==> config.mk <==
export PLATFORM = sky130hd
export DESIGN_NAME = vid2axis_packer_flat
export DESIGN_NICKNAME = d
export VERILOG_FILES = /design/src/rtl/vid2axis_packer_if.sv /design/src/rtl/vid2axis_packer.sv /design/src/flat_wrapper.sv
export SDC_FILE = /design/constraint.sdc
export NUM_CORES = 1
export LEC_CHECK = 0
export ABC_CLOCK_PERIOD_IN_PS = 12100
export CELL_PAD_IN_SITES_DETAIL_PLACEMENT = 0
export CELL_PAD_IN_SITES_GLOBAL_PLACEMENT = 1
export CORE_UTILIZATION = 35
export DETAILED_ROUTE_END_ITERATION = 10
export GPL_TIMING_DRIVEN = 0
export PLACE_DENSITY_LB_ADDON = 0.1
export SETUP_SLACK_MARGIN = 0.02
export SYNTH_ARGS = -nofsm -noshare
export SYNTH_HDL_FRONTEND = slang
export SYNTH_SLANG_ARGS = --single-unit
==> constraint.sdc <==
create_clock -name clk -period 12.1 [get_ports clk]
set_clock_uncertainty 0.1 [all_clocks]
set_input_delay 1.815 -clock clk [delete_from_list [all_inputs] [get_ports clk]]
set_output_delay 1.815 -clock clk [all_outputs]
set_load 0.005 [all_outputs]
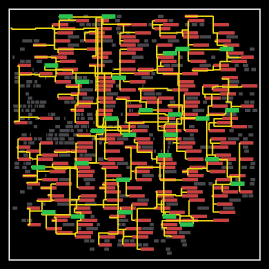
(run_1/clock_map.png)
(1.5 px per um)
Key: clock wires = yellow [length 3020 um]; cells driving clock nets = green [count 27]; flip-flops = red [count 246]
There are 28 routed clock nets. Position of the flops: all over the die.
clk_lat worst skew: 0.52 ns
Clock Power Share: 0.276
clock network power: 0.781 mW

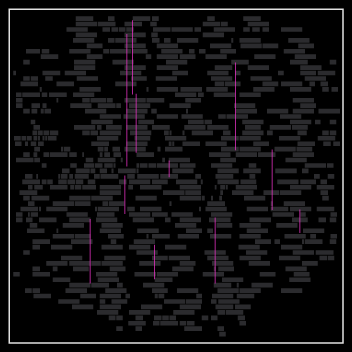
(run_1/met4.png)
(2 px per um)
The longest straight run is 66.0 um. The layer carries 326 um of wire. 4 nets have wire on it.
vias: 4555
Routed WL: 20600 um

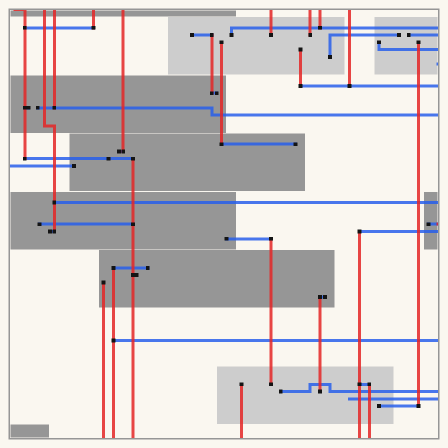
(run_1/zoom.png)
Window x 115 to 135, y 32 to 52 um. Cells in gray, sequential cells in the stronger gray; small squares are vias.
Key: met2 = red; met1 = blue
Most frequent: edfxtp_1 (4), mux4_2 (2), a22o_1 (1). Sequential cells in the window: 4. 7 logic cells have their middle in the window.

==> flow_summary.json, run 1 <==
{
  "status": "finished, violations left",
  "violations": "design-rule violations",
  "end_kind": "output port",
  "antenna_found_initial": 0,
  "postPlaceCellArea_sq_um": 10700,
  "p_per_area_nw_per_um2": 244,
  "drive_gt1_frac": 0.286,
  "yosys_area_sq_um": 9430,
  "ys_types": 35,
  "worstSetupPathType": "reg2out",
  "pre_cts_ws_ns": 7.48,
  "die_h_um": 166,
  "synth_area_sq_um": 9430,
  "dieWidth_um": 166,
  "leakage_nw": 3.88,
  "p_total_mw": 2.83,
  "numPlacedInstances": 846,
  "yosys_warnings": 0,
  "r2r_slack_ns": 9.01,
  "dieArea_sq_um": 27600,
  "clock_sinks": 246,
  "reg2regPathDepth": 6,
  "nets": 574,
  "cpMaxStageDelayCell": "buf_1",
  "period_used_share": 0.416,
  "drtIter0Drc": 237,
  "grt_start_max_net_pins": 27,
  "drcViolationCount": 4,
  "finalSetupTns_ns": 0,
  "clockBufferDepth": 3,
  "grt_pass1_vias": 4907,
  "vias_per_cell": 5.10,
  "critical_path.startpoint_type": "flip-flop",
  "seq_area_frac_synth": 0.763,
  "finalWorstSetupSlack_ns": 7.06,
  "largest_reg_flops": 208,
  "fin_cells": 894,
  "maxSlewViolCount": 0,
  "place_congestion": 0.695,
  "slew_headroom": 0.397,
  "setup_viol": 0,
  "hold_ws_ns": 0.360,
  "hold_depth": 1,
  "path_cells": "clkbuf_1 > buf_1 > mux4_2 > a22o_1 > clkdlybuf4s50_1",
  "portBuffers": 60,
  "min_period_ns": 5.04,
  "maxCapViolations": 0,
  "ioPinCount": 61,
  "final_area_sq_um": 11600,
  "rsz0062_at_grt": "no"
}
[run 1: logic make-up (layout without fill, tap and decap cells)]
kind of cell / count (synthesis) / after routing / synth area share
muxes: 80 / 80 / 0.157
and+or+nand+nor: 27 / 27 / 0.0162
AOI/OAI and AO/OA: 38 / 38 / 0.0337
buffers and inverters: 27 / 156 / 0.0163
xor gates and xnor gates: 7 / 7 / 0.00650
adders and majority gates: 5 / 5 / 0.00663
DFF: 246 / 246 / 0.763
[run 1: synthesized netlist by cell type (2+ instances only)]
master,instances,area share
a21o_1,3,0.0024
a21oi_1,2,0.0011
a22o_1,26,0.024
buf_1,3,0.0012
buf_2,6,0.0032
buf_6,6,0.0072
clkbuf_1,8,0.0032
dfrtp_1,38,0.10
edfxtp_1,208,0.66
ha_1,5,0.0066
inv_1,4,0.0016
mux2_2,27,0.032
mux4_2,52,0.12
nand2_1,2,0.00080
nand2b_1,3,0.0020
nor2_1,7,0.0028
nor2b_1,2,0.0013
nor3_1,4,0.0021
o211ai_1,2,0.0016
or4_1,2,0.0016
xnor2_1,6,0.0056
[run 1: critical path, delay by kind of cell, from the launching register on]
family / cells / cell delay, ns
buffers and inverters: 3 / 1.57
flip-flops: 1 / 0.34
multiplexers: 1 / 0.42
AND-OR/OR-AND: 1 / 0.26
[run 1: routing by layer]
layer | wire length, um | global-route usage | vias to the layer above | part of all wire
met4 | 325 | 0.0358 | 0 | 0.016
met2 | 9760 | 0.246 | 94 | 0.47
met1 | 9710 | 0.228 | 2429 | 0.47
met3 | 764 | 0.0234 | 26 | 0.037
met5 | 0 | 0 | - | 0
li1 | - | - | 2006 | -
[run 1: report_power, final]
part	switching (mW)	total (mW)	internal (mW)
Combinational	0.423	0.917	0.494
Sequential	0.0650	1.13	1.07
Clock	0.311	0.781	0.470
Total	0.799	2.83	2.03
[run 1: layout by cell type, fill, tap and decap left out, drive strengths merged, types with 2 or more instances in the layout]
cell and count:
nand2b 3, o211ai 2, bufinv 2, clkdlybuf4s50 59, or4 2, clkbuf 47, mux4 52, a22o 26
dfrtp 38, a21oi 2, nor2b 2, ha 5, clkinv 6, inv 4, xnor2 6, nor3 4
edfxtp 208, nand2 2, a21o 3, buf 37, mux2 27, nor2 7
[run 1: final cells by class]
| class | count | area, sq um | share of cell area |
|---|---|---|---|
| multi-input combinational | 157 | 2130 | 0.184 |
| inverter | 4 | 15.0 | 0.00130 |
| clock inverter | 9 | 92.6 | 0.00799 |
| timing repair buffer | 81 | 848 | 0.0732 |
| tap | 335 | 419 | 0.0362 |
| clock buffer | 39 | 751 | 0.0648 |
| buffer | 23 | 139 | 0.0120 |
| sequential | 246 | 7200 | 0.621 |
--- run 2 (diff from run 1) ---
Settings changed: ABC_CLOCK_PERIOD_IN_PS 12100 to 4830.
Clock period 12.1 ns to 4.83 ns, I/O delays scaled along.
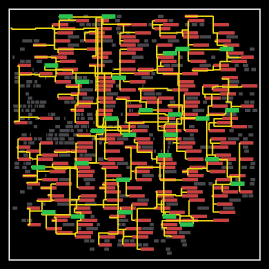
(run_2/clock_map.png)
(1.5 px per um)
Key: flip-flops = red [count 246]; cells driving clock nets = green [count 27]; clock wires = yellow [length 3020 um]
There are 28 routed clock nets.
clock network power: 1.96 mW

==> run 2 against run 1 <==
The run still ends with design-rule violations left. Area after synthesis did not move. Combinational power increased to 2.5 times the previous value. Synthesized cell count unchanged. Via count unchanged. Sequential share of layout area unchanged. Cell count unchanged. Utilization stayed put. Worst setup slack got worse by 6.2 ns. Clock-buffer cell count did not move. Final area did not move. Critical endpoint unchanged.
==> flow_summary.json, run 2 <==
{
  "antenna_found_initial": 0,
  "drcViolationCount": 4,
  "p_total_mw": 7.10,
  "violations": "design-rule violations",
  "cpMaxStageDelayCell": "buf_1",
  "reg2regPathDepth": 6,
  "seq_area_frac_synth": 0.763,
  "period_used_share": 0.818,
  "mostFrequentLayoutCell": "edfxtp_1",
  "die_h_um": 166,
  "ys_types": 35,
  "rsz0062_at_grt": "no",
  "finalWorstSetupSlack_ns": 0.881,
  "regArea_sq_um": 7200,
  "setup_viol": 0,
  "clock_latency_ns": 0.52,
  "maxCapViolations": 0,
  "path_cells": "clkbuf_1 > buf_1 > mux4_2 > a22o_1 > clkdlybuf4s50_1",
  "routed-via-count": 4555,
  "synth_area_sq_um": 9430,
  "wirelength_um": 20600,
  "synth.most_common_cell": "edfxtp_1",
  "fin_cells": 894,
  "hold_ws_ns": 0.0368,
  "worstSetupPathType": "reg2out",
  "drive_gt1_frac": 0.286,
  "grt_start_max_net_pins": 27,
  "top_area_cell": "edfxtp_1",
  "ioPinCount": 61,
  "dieArea_sq_um": 27600,
  "yosys_warnings": 0,
  "final_area_sq_um": 11600,
  "status": "finished, violations left",
  "dieWidth_um": 166,
  "critPathTopFamily": "buffers and inverters",
  "nets": 574,
  "numPlacedInstances": 846,
  "grt_pass1_vias": 4907,
  "clock_sinks": 246,
  "pre_cts_ws_ns": 1.30,
  "maxSlewViolCount": 0,
  "portBuffers": 60,
  "crit_buf_inv": 3,
  "vias_per_cell": 5.10,
  "netlist.area_leader.share": 0.662,
  "place_congestion": 0.695,
  "top_cells_by_count": "edfxtp_1, mux4_2, dfrtp_1",
  "top_cells_by_area": "edfxtp_1, mux4_2, dfrtp_1",
  "drtIter0Drc": 237,
  "postPlaceCellArea_sq_um": 10700,
  "critical_path.startpoint_type": "flip-flop",
  "logic_area_sq_um": 2130
}
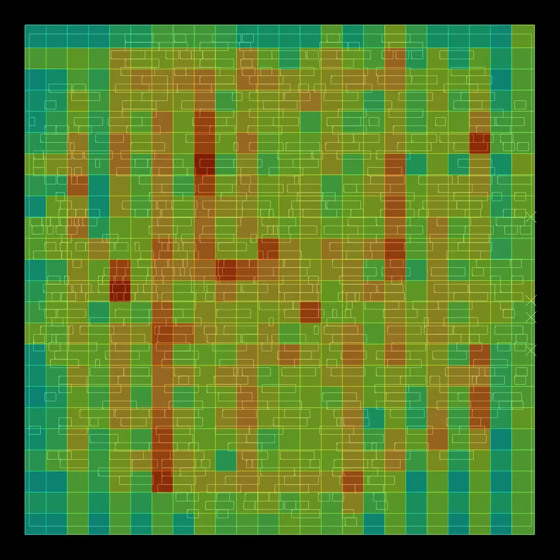
(run_2/final_congestion.png)
met2 usage: 0.246
GRT busiest layer: met2

run 2: worst register-to-register path: cells and delay by family, from the launching register on:
family,cells,cell delay (ns)
compound gates,3,1.06
fa+ha+maj,1,0.36
flops,1,0.46
simple gates,2,0.96
run 2: cell type report:
type                       instances  share of cell area
clock inverter                     9             0.00799
sequential                       246               0.621
buffer                            23              0.0120
inverter                           4             0.00130
clock buffer                      39              0.0648
multi-input combinational        157               0.184
timing repair buffer              81              0.0732
tap                              335              0.0362
run 2: cell families (layout without fill, tap and decap cells):
| group | after synthesis | count (layout) | share of synthesized area |
|---|---|---|---|
| flip-flops | 246 | 246 | 0.763 |
| multiplexers | 80 | 80 | 0.157 |
| AND-OR/OR-AND | 38 | 38 | 0.0337 |
| AND/OR/NAND/NOR | 27 | 27 | 0.0162 |
| buffers and inverters | 27 | 156 | 0.0163 |
| XOR/XNOR | 7 | 7 | 0.00650 |
| adder cells (fa/ha/maj) | 5 | 5 | 0.00663 |
run 2: routing by layer:
| layer | GRT usage | part of all wire |
|---|---|---|
| met1 | 0.228 | 0.47 |
| met2 | 0.246 | 0.47 |
| met3 | 0.0234 | 0.037 |
| met4 | 0.0358 | 0.016 |
| met5 | 0 | 0 |
run 2: power breakdown:
group	leakage [nW]	internal, mW	switching (mW)
registers	2.33	2.68	0.163
logic	1.14	1.24	1.06
clock network	0.407	1.18	0.780
Power figures rest on the tool's default switching activity, not on a simulated workload.
